**src/rtl/sync_fifo_param.sv**
```systemverilog
// Single-clock parametrised FIFO with programmable almost-full/almost-empty levels,
// occupancy count, non-power-of-2 depth and optional first-word-fall-through reads.
module sync_fifo_param #(
  parameter int WIDTH    = 16,
  parameter int DEPTH    = 8,
  parameter int AF_LEVEL = DEPTH - 1,
  parameter int AE_LEVEL = 1,
  parameter int FWFT     = 0,
  parameter int CW       = $clog2(DEPTH + 1)
) (
  input  logic             i_clk,
  input  logic             i_rst,
  input  logic             i_wr_en,
  input  logic [WIDTH-1:0] i_data_in,
  input  logic             i_rd_en,
  output logic [WIDTH-1:0] o_data_out,
  output logic             o_valid,
  output logic             o_wr_ack,
  output logic             o_overflow,
  output logic             o_underflow,
  output logic             o_full,
  output logic             o_empty,
  output logic             o_almostfull,
  output logic             o_almostempty,
  output logic [CW-1:0]    o_count
);

  localparam int            PW      = (DEPTH > 1) ? $clog2(DEPTH) : 1;
  localparam logic [PW-1:0] LAST    = PW'(DEPTH - 1);
  localparam logic [CW-1:0] DEPTH_C = CW'(DEPTH);
  localparam logic [CW-1:0] AF_C    = CW'(AF_LEVEL);
  localparam logic [CW-1:0] AE_C    = CW'(AE_LEVEL);

  logic [WIDTH-1:0] r_mem [DEPTH];
  logic [PW-1:0]    r_wr_ptr, r_rd_ptr;
  logic [CW-1:0]    r_count;
  logic             r_wr_ack, r_overflow, r_underflow;
  logic             w_rd_acc, w_wr_acc;

  assign o_full        = (r_count == DEPTH_C);
  assign o_empty       = (r_count == '0);
  assign o_almostfull  = (r_count >= AF_C);
  assign o_almostempty = (r_count <= AE_C);
  assign o_count       = r_count;
  assign o_wr_ack      = r_wr_ack;
  assign o_overflow    = r_overflow;
  assign o_underflow   = r_underflow;

  // A read frees a slot in the same cycle, so a full FIFO can still take a write.
  assign w_rd_acc = i_rd_en && !o_empty;
  assign w_wr_acc = i_wr_en && (!o_full || w_rd_acc);

  always_ff @(posedge i_clk) begin
    if (w_wr_acc && !i_rst) r_mem[r_wr_ptr] <= i_data_in;
  end

  always_ff @(posedge i_clk) begin
    if (i_rst) begin
      r_wr_ptr    <= '0;
      r_rd_ptr    <= '0;
      r_count     <= '0;
      r_wr_ack    <= 1'b0;
      r_overflow  <= 1'b0;
      r_underflow <= 1'b0;
    end else begin
      if (w_wr_acc) r_wr_ptr <= (r_wr_ptr == LAST) ? '0 : r_wr_ptr + 1'b1;
      if (w_rd_acc) r_rd_ptr <= (r_rd_ptr == LAST) ? '0 : r_rd_ptr + 1'b1;
      case ({w_wr_acc, w_rd_acc})
        2'b10:   r_count <= r_count + 1'b1;
        2'b01:   r_count <= r_count - 1'b1;
        default: r_count <= r_count;
      endcase
      r_wr_ack    <= w_wr_acc;
      r_overflow  <= i_wr_en && !w_wr_acc;
      r_underflow <= i_rd_en && o_empty;
    end
  end

  generate
    if (FWFT == 0) begin : g_std
      logic [WIDTH-1:0] r_dout;
      logic             r_valid;
      always_ff @(posedge i_clk) begin
        if (i_rst) begin
          r_dout  <= '0;
          r_valid <= 1'b0;
        end else begin
          r_valid <= w_rd_acc;
          if (w_rd_acc) r_dout <= r_mem[r_rd_ptr];
        end
      end
      assign o_data_out = r_dout;
      assign o_valid    = r_valid;
    end else begin : g_fwft
      // Head word is shown directly; visibility follows the registered count.
      assign o_data_out = r_mem[r_rd_ptr];
      assign o_valid    = !o_empty;
    end
  endgenerate

endmodule
```
**config.mk**
```make
export PLATFORM = sky130hd
export DESIGN_NAME = sync_fifo_param
export DESIGN_NICKNAME = d
export VERILOG_FILES = /design/src/rtl/sync_fifo_param.sv
export SDC_FILE = /design/constraint.sdc
export NUM_CORES = 1
export LEC_CHECK = 0
export CORE_ASPECT_RATIO = 1.2
export CORE_MARGIN = 2
export CORE_UTILIZATION = 40
export DETAILED_ROUTE_END_ITERATION = 8
export PLACE_DENSITY_LB_ADDON = 0.05
export SYNTH_ARGS = -nofsm -noshare
export SYNTH_HDL_FRONTEND = slang
export SYNTH_SLANG_ARGS = --single-unit
```
**constraint.sdc**
```tcl
create_clock -name i_clk -period 5.2 [get_ports i_clk]
set_clock_uncertainty 0.05 [all_clocks]
set_input_delay 0.78 -clock i_clk [delete_from_list [all_inputs] [get_ports i_clk]]
set_output_delay 0.78 -clock i_clk [all_outputs]
set_load 0.01 [all_outputs]
```
Run 1, zoomed window:
The bar under the picture is 5 um long. Window x 49 to 69, y 88 to 108 um. Cells in gray, sequential cells in the stronger gray; small squares are vias.
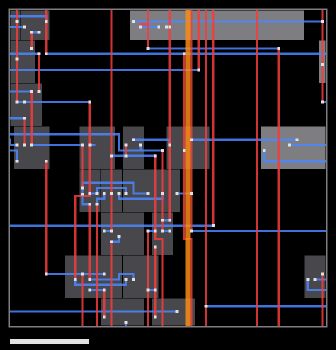
Orange is metal 4. Blue is metal 1. Red is metal 2.
Netlist names of flops here include r_mem (1). 16 logic cells have their middle in the window. Most frequent: buf_4 (4), nor2_1 (3). Sequential cells in the window: 1.

Run 1, clock nets:
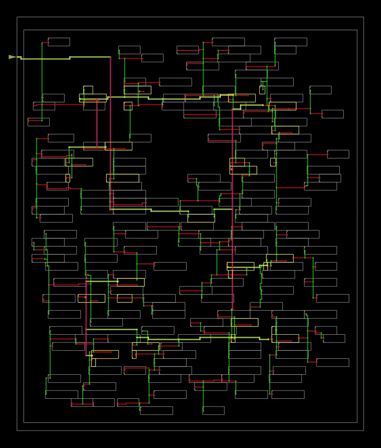
Flops: 158
clock buf count: 24
Latency at later pin: 0.42 ns
clk sink count: 158
clk pwr: 1140 uW

==> impl_metrics.tcl, run 1 <==
# yosys + openroad results
set metrics [dict create \
    fin_ws_ns 1.91 \
    setup_tns_ns 0 \
    drc 0 \
    cp-startpoint "i_rd_en" \
    finalCritPeriodShare_pct 63.2 \
    flop_cell "edfxtp_1" \
    ys.warnings.count 0 \
    arrival_ns 3.36 \
    cts_buffers 17 \
    post-route-min-period_ns 3.29 \
    syn_area_sq_um 6200 \
    routed_via_density 5.24 \
    path_clk_slew_ns 0.06 \
    pre_cts_slack_ns 1.42 \
    power.leakage_uw 0.00240 \
    fillers 1335 \
    drtAntennaViolNets 0 \
    crit_required_ns 5.27 \
    io_pins 48 \
    port_buffers 47 \
    grt_max_degree 47 \
    start_kind "primary input" \
    power_density_nw_per_um2 421 \
    firstDrtPassIters 4 \
    reg2reg_depth 7 \
    num_vias 3409 \
    cts-root-buf "clkbuf_16" \
    cap_viol_max_count 0 \
    largest_area_cell "edfxtp_1" \
    synthTopCellsByArea "edfxtp_1 (62%), mux2i_1 (11%), dfxtp_1 (9.7%)" \
    ys_area_sq_um 6200 \
    crit_fanout 14 \
    postSynthAreaPerCell_sq_um 16.2 \
    ctsResizeCount 0 \
    grt_pass1_wl_um 20900 \
    area_delta_synth_final_pct 19.5 \
    ys_types 41 \
    outcome "complete, no violations" \
    layout.nets 462 \
    routabilityCongestion 0.760 \
]
Run 1, wiring heat map:
24 x 28 tiles, from white (low) to dark blue (high), scaled to the fullest tile. Values are wire area over tile area, all layers added.
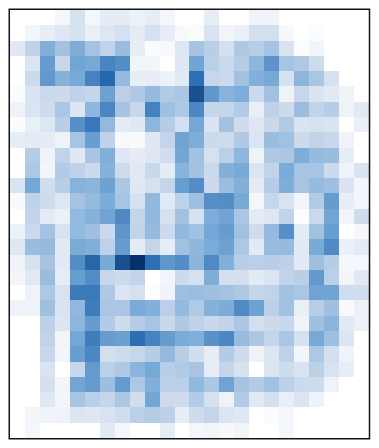
13% of the tiles are over half the peak. 13% of the tiles are nearly empty. The mean over all tiles is 0.13.
DRT Wirelength: 13400 um
WL/cell: 20.6 um
Total GRT Usage: 17.2%

==> run 1: cell type report <==
type	count	area (sq um)	share of cell area, %
multi-input combinational	195	1600	21.6
inverter	5	18.8	0.253
clock inverter	7	63.8	0.861
timing repair buffer	58	553	7.46
tap	204	255	3.44
sequential	158	4450	60.0
clock buffer	24	472	6.37
==> run 1: layer usage <==
layer	track usage, %	vias up	share of wire [%]
li1	-	1610	-
met4	6.15	0	1.8
met3	4.15	17	4.0
met5	0	-	0
met2	28.4	76	51
met1	22.3	1706	43
==> run 1: state kept, by name, summed over array words and instances, names as in the netlist <==
name and flops:
o_valid 1, o_count 4, o_data_out 16, o_wr_ack 1, r_mem 128, r_rd_ptr 3, r_wr_ptr 3, o_overflow 1
o_underflow 1
==> run 1: logic make-up (layout without fill, tap and decap cells) <==
logic type      count (synthesis)  after routing  share of synthesized area (%)
compound gates                 65             65                           8.21
buf+inv                        29             94                           2.76
simple gates                   53             53                           4.66
fa+ha+maj                       7              7                           1.41
flops                         158            158                           71.7
xor+xnor                        2              2                          0.282
mux                            68             68                           11.0
==> run 1: critical path, cell delays in order <==
cell and delay (ns):
clkdlybuf4s50_1 0.81, o21ai_1 0.31, or3_1 0.45, nor2_1 0.69, buf_4 0.31
==> run 1: through the flow <==
stage | util [%] | power [uW]
final | 49.1 | 3120
after global routing | 49.1 | 3250
after CTS | 49.1 | 3150
after detailed placement | 45.6 | 2020
after global placement | 45.6 | 2020
after floorplan | - | 1830
==> run 1: power by group <==
part	internal, uW	total [uW]	switching [uW]
sequential	1420	1500	80.4
clock	677	1140	458
combinational	247	482	234
==> run 1: how the worst min path moves through the flow <==
stage	to	cells after the start
2_1_floorplan	r_rd_ptr[1]	2
3_5_place_dp	o_data_out[14]	1
3_3_place_gp	o_data_out[8]	1
6_report	o_data_out[2]	1
4_1_cts	o_data_out[14]	1
5_1_grt	o_data_out[11]	1
==> run 1: layout by cell type (no fill, tap or decap), types with 2 or more instances in the layout <==
cell type,netlist,layout
a21oi_1,7,7
clkinv_2,0,2
nor3_1,4,2
nor3_2,0,2
nor2b_1,4,3
or3_1,3,3
mux2_2,2,2
xor2_1,2,2
clkinv_1,0,2
clkbuf_8,0,2
clkbuf_1,4,5
or3b_2,2,2
nand2b_1,3,3
nand2_1,11,11
o21ai_0,4,4
clkbuf_16,0,17
clkdlybuf4s50_1,0,47
nand3b_1,2,2
a22oi_1,32,32
buf_4,6,11
edfxtp_1,128,128
nor2_1,13,13
a32o_1,15,15
ha_1,7,7
inv_1,5,5
dfxtp_1,30,29
nand3_1,3,3
mux2i_1,66,66
Run 1, logic cells by family:
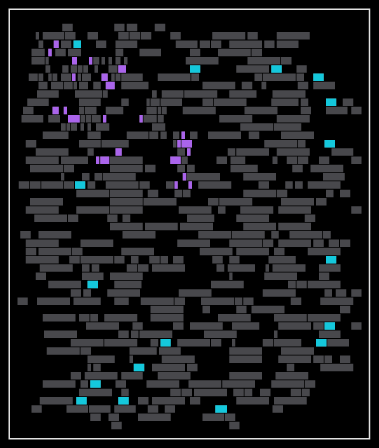

==> run 2, diff against run 1 <==
Clock period 5.2 ns to 3.3 ns, I/O delays scaled along.
Run 2, logic cells by family:
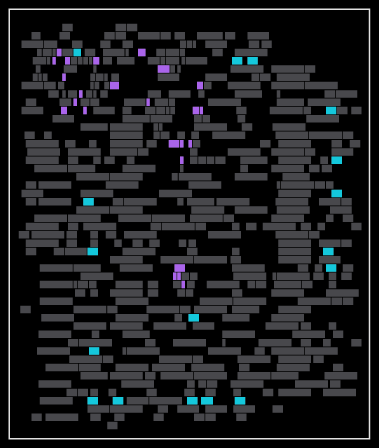
Cyan is AND-OR and OR-AND gates, cells 17, where all over the die. Purple is NOR gates, cells 24.

==> impl_metrics.tcl, run 2 <==
# yosys + openroad results
set metrics [dict create \
    clock_sinks 158 \
    crit_required_ns 2.75 \
    clockPowerShare_pct 40.8 \
    ctsResizeCount 0 \
    wl_per_cell_um 20.5 \
    adder_share_pct 1.41 \
    ys_sh_xor_pct 0.282 \
    postSynthAreaPerCell_sq_um 16.2 \
    port_buffers 47 \
    largest_area_cell "edfxtp_1" \
    cts-root-buf "clkbuf_16" \
    cap_viol_max_count 0 \
    flop_cell "edfxtp_1" \
    grt_max_degree 39 \
    power_switching_uw 1240 \
    insertion_delay_ns 0.42 \
    largest_register_ff_count 128 \
    power_density_nw_per_um2 698 \
    pwr-share-comb_pct 15.0 \
    io_pins 48 \
    lay_top_cells "edfxtp_1 (128), mux2i_1 (66), clkdlybuf4s50_1 (47)" \
    internal_power_uw 4060 \
    firstDrtPassIters 4 \
    crit_fanout 8 \
    syn_area_sq_um 6200 \
    finalCritPeriodShare_pct 88.1 \
    topCombFamilyByArea "multiplexers" \
    final_layout_top_logic_cell "edfxtp_1" \
    drc 0 \
    power.leakage_uw 0.00250 \
    mux_share_pct 11.0 \
    ys_sh_simple_pct 4.66 \
    routed_via_density 5.10 \
    seq_power_share_pct 44.2 \
    layout.nets 470 \
    drtAntennaViolNets 0 \
    grt_pass1_wl_um 20500 \
    start_kind "register" \
    num_vias 3367 \
    arrival_ns 2.36 \
    ys_area_sq_um 6200 \
    ys_types 41 \
    cts_buffers 17 \
    sw_frac_of_total_pct 23.5 \
    yosys.area_share.aoi_pct 8.21 \
    synthTopCellsByArea "edfxtp_1 (62%), mux2i_1 (11%), dfxtp_1 (9.7%)" \
    outcome "complete, no violations" \
]
## run 2: worst max-delay path, stage by stage, from the launching register on
cell	delay, ns
dfxtp_1	0.36
inv_1	0.10
ha_1	0.29
or3b_1	0.55
inv_1	0.11
clkdlybuf4s50_1	0.53
## run 2: layout make-up
type                       count  area (sq um)
tap                          204           255
multi-input combinational    195          1600
sequential                   158          4450
timing repair buffer          66           626
clock inverter                11           213
fill                        1332          7480
inverter                       5          18.8
clock buffer                  21           440
## run 2: metal layers
| metal | global-route usage [%] | up-vias | wire (um) |
|---|---|---|---|
| li1 | - | 1621 | - |
| met1 | 19.6 | 1656 | 5390 |
| met2 | 30.8 | 71 | 7260 |
| met3 | 4.36 | 19 | 646 |
| met4 | 7.10 | 0 | 242 |
| met5 | 0 | - | 0 |
## run 2: power by group through the flow
stage               Combinational, uW  Sequential [uW]  Clock, uW
finish                            793             2350       2160
global route                      859             2360       2300
CTS                               807             2350       2210
detailed placement                803             2390          0
global placement                  802             2390          0
floorplan                         536             2350          0
## run 2: kinds of logic after synthesis
| family | Yosys count |
|---|---|
| flip-flops | 158 |
| buffers and inverters | 29 |
| XOR/XNOR | 2 |
| AND/OR/NAND/NOR | 53 |
| multiplexers | 68 |
| adder cells (fa/ha/maj) | 7 |
| AND-OR/OR-AND | 65 |
## run 2: path summary, 6_finish.rpt
check                                   start       endpoint  slack [ns]  cells after the start
worst max-delay path               o_count[0]        o_empty        0.39                      5
worst min-delay path            o_data_out[2]  o_data_out[2]        0.41                      1
worst max register to register     o_count[0]    r_mem[4][6]        0.80                      7
worst min register to register  o_data_out[2]  o_data_out[2]        0.41                      1
## run 2: per-stage QoR
step	worst slack (ns)	utilization [%]	std cells	power (uW)	area [sq um]
after global routing	0.251	50.4	660	5510	7600
final	0.394	50.4	660	5300	7600
after detailed placement	0.519	46.0	628	3190	6940
after floorplan	0.121	-	382	2890	6200
after CTS	0.365	50.4	660	5360	7600
after global placement	0.524	46.0	628	3190	6940
==> run 3, diff against run 2 <==
Settings changed: SLEW_MARGIN from default to 15.
Run 3, wiring heat map:
24 x 28 tiles, from white (low) to dark blue (high), scaled to the fullest tile. Values are wire area over tile area, all layers added.
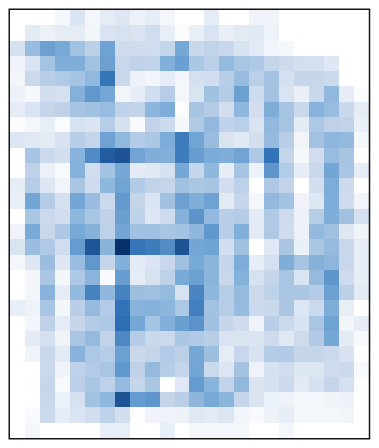
The mean over all tiles is 0.13. The densest ninth of the die: middle. 11% of the tiles are nearly empty.

==> impl_metrics.tcl, run 3 <==
# yosys + openroad results
set metrics [dict create \
    cts_tree "built" \
    io_pins 48 \
    edf_count 128 \
    drive_gt1_share_pct 12.3 \
    ys_top_cells_by_count "edfxtp_1 (128), mux2i_1 (66), a22oi_1 (32)" \
    core.rowCount 49 \
    finalCritPeriodShare_pct 88.1 \
    largest_area_cell "edfxtp_1" \
    path_class "reg -> out" \
    cp-end-kind "primary output" \
    worstPathCellList "inv_1, ha_1, or3b_1, inv_1, clkdlybuf4s50_1" \
    cts-root-buf "clkbuf_16" \
    insertion_delay_ns 0.42 \
    crit_fanout 8 \
    area_delta_synth_final_pct 22.5 \
    grt_antenna_before_repair 0 \
    hold_class "reg -> reg" \
    die_x_um 118 \
    crit_slowest_cell "or3b_1" \
    clock_sinks 158 \
    rsz0062_at_grt "false" \
    ys_types 41 \
    fp_util_pct 41.1 \
    cts_setup_buffers 0 \
    drc 0 \
    final_layout_top_logic_cell "edfxtp_1" \
    grt_max_degree 39 \
    ys_area_sq_um 6200 \
    tightestPinTransition_ns 0.735 \
    largest_register_ff_count 128 \
    fp_nets 409 \
    ctsResizeCount 0 \
    core_sq_um 15100 \
    cpMostUsedCell "inv_1" \
    flop_cell "edfxtp_1" \
    cap_viol_max_count 0 \
    port_buffers 47 \
    routed_via_density 5.10 \
    utilization_pct 50.4 \
    cts_buffer_depth 2 \
    setup_viol 0 \
    routabilityCongestion 0.754 \
    hpwl_um 8830 \
    ctsHoldBuffers 0 \
    max_slew_margin_pct 51.0 \
    synthTopCellsByArea "edfxtp_1 (62%), mux2i_1 (11%), dfxtp_1 (9.7%)" \
    die_y_um 140 \
    grt_pass1_wl_um 20500 \
    ys_ff 158 \
    firstDrtPassIters 4 \
    overflow 0 \
    arrival_ns 2.36 \
    setup_tns_ns 0 \
    timing.fmax_mhz 344 \
    num_vias 3367 \
    outcome "complete, no violations" \
    finalPower_uw 5300 \
    lay_top_cells "edfxtp_1 (128), mux2i_1 (66), clkdlybuf4s50_1 (47)" \
    path_clk_slew_ns 0.06 \
    routed_wl_um 13500 \
    top_cell "edfxtp_1" \
    regMostFlops "r_mem" \
    postSynthAreaPerCell_sq_um 16.2 \
    warnings 28 \
    layout.nets 470 \
    syn_area_sq_um 6200 \
    diodes 0 \
    power_density_nw_per_um2 698 \
    crit_required_ns 2.75 \
    power.leakage_uw 0.00250 \
    slew_viol_final 0 \
    ir_drop_v 0.000356 \
    drtAntennaViolNets 0 \
    chip_area_sq_um 16500 \
    first_global_vias 3423 \
    grt_usage_pct 17.2 \
    wl_per_cell_um 20.5 \
    syn_inst 382 \
    drt-initial-drc-count 225 \
    cts_buffers 17 \
    slowest_delay_ns 0.55 \
    htreeDepth 4 \
    postSynthSeqShare_pct 71.7 \
    post-route-min-period_ns 2.91 \
    ys.warnings.count 0 \
    top_area_share_pct 62.0 \
    start_kind "register" \
]
[run 3: final timing paths]
kind                      start             to  slack (ns)  depth (start not counted)
hold reg to reg   o_data_out[2]  o_data_out[2]        0.41                          1
hold / removal    o_data_out[2]  o_data_out[2]        0.41                          1
setup reg to reg     o_count[0]    r_mem[4][6]        0.80                          7
setup / recovery     o_count[0]        o_empty        0.39                          5
[run 3: per-layer routing]
layer	share of wire [%]	GRT usage [%]
met1	40	19.6
met2	54	30.8
met3	4.8	4.36
met4	1.8	7.10
met5	0	0
[run 3: critical path, delay by kind of cell (launching register included)]
kind,cells,cell delay [ns]
adders and majority gates,1,0.29
buffers and inverters,3,0.74
DFF,1,0.36
and+or+nand+nor,1,0.55
[run 3: stage by stage]
stage                     instances  setup WS, ns  instance area [sq um]  hold WS, ns
after CTS                       660         0.365                   7600        0.418
final                           660         0.394                   7600        0.415
after global routing            660         0.251                   7600        0.438
after detailed placement        628         0.519                   6940        0.403
after floorplan                 382         0.121                   6200        0.427
after global placement          628         0.524                   6940        0.399
[run 3: cell type report]
| type | count | area (sq um) |
|---|---|---|
| inverter | 5 | 18.8 |
| multi-input combinational | 195 | 1600 |
| sequential | 158 | 4450 |
| clock inverter | 11 | 213 |
| tap | 204 | 255 |
| fill | 1332 | 7480 |
| timing repair buffer | 66 | 626 |
| clock buffer | 21 | 440 |
[run 3: logic make-up (layout without fill, tap and decap cells)]
family	Yosys count	count (layout)	synth area share, %
multiplexers	68	68	11.0
flip-flops	158	158	71.7
AND/OR/NAND/NOR	53	53	4.66
XOR/XNOR	2	2	0.282
buffers and inverters	29	103	2.76
adder cells (fa/ha/maj)	7	7	1.41
AND-OR/OR-AND	65	65	8.21
[run 3: where the power goes]
group	leakage [uW]	internal [uW]	switching, uW	total [uW]
Clock	0.000311	1420	747	2160
Combinational	0.000786	400	394	793
Sequential	0.00140	2240	104	2350
Total	0.00250	4060	1240	5300
Power figures rest on the tool's default switching activity, not on a simulated workload.
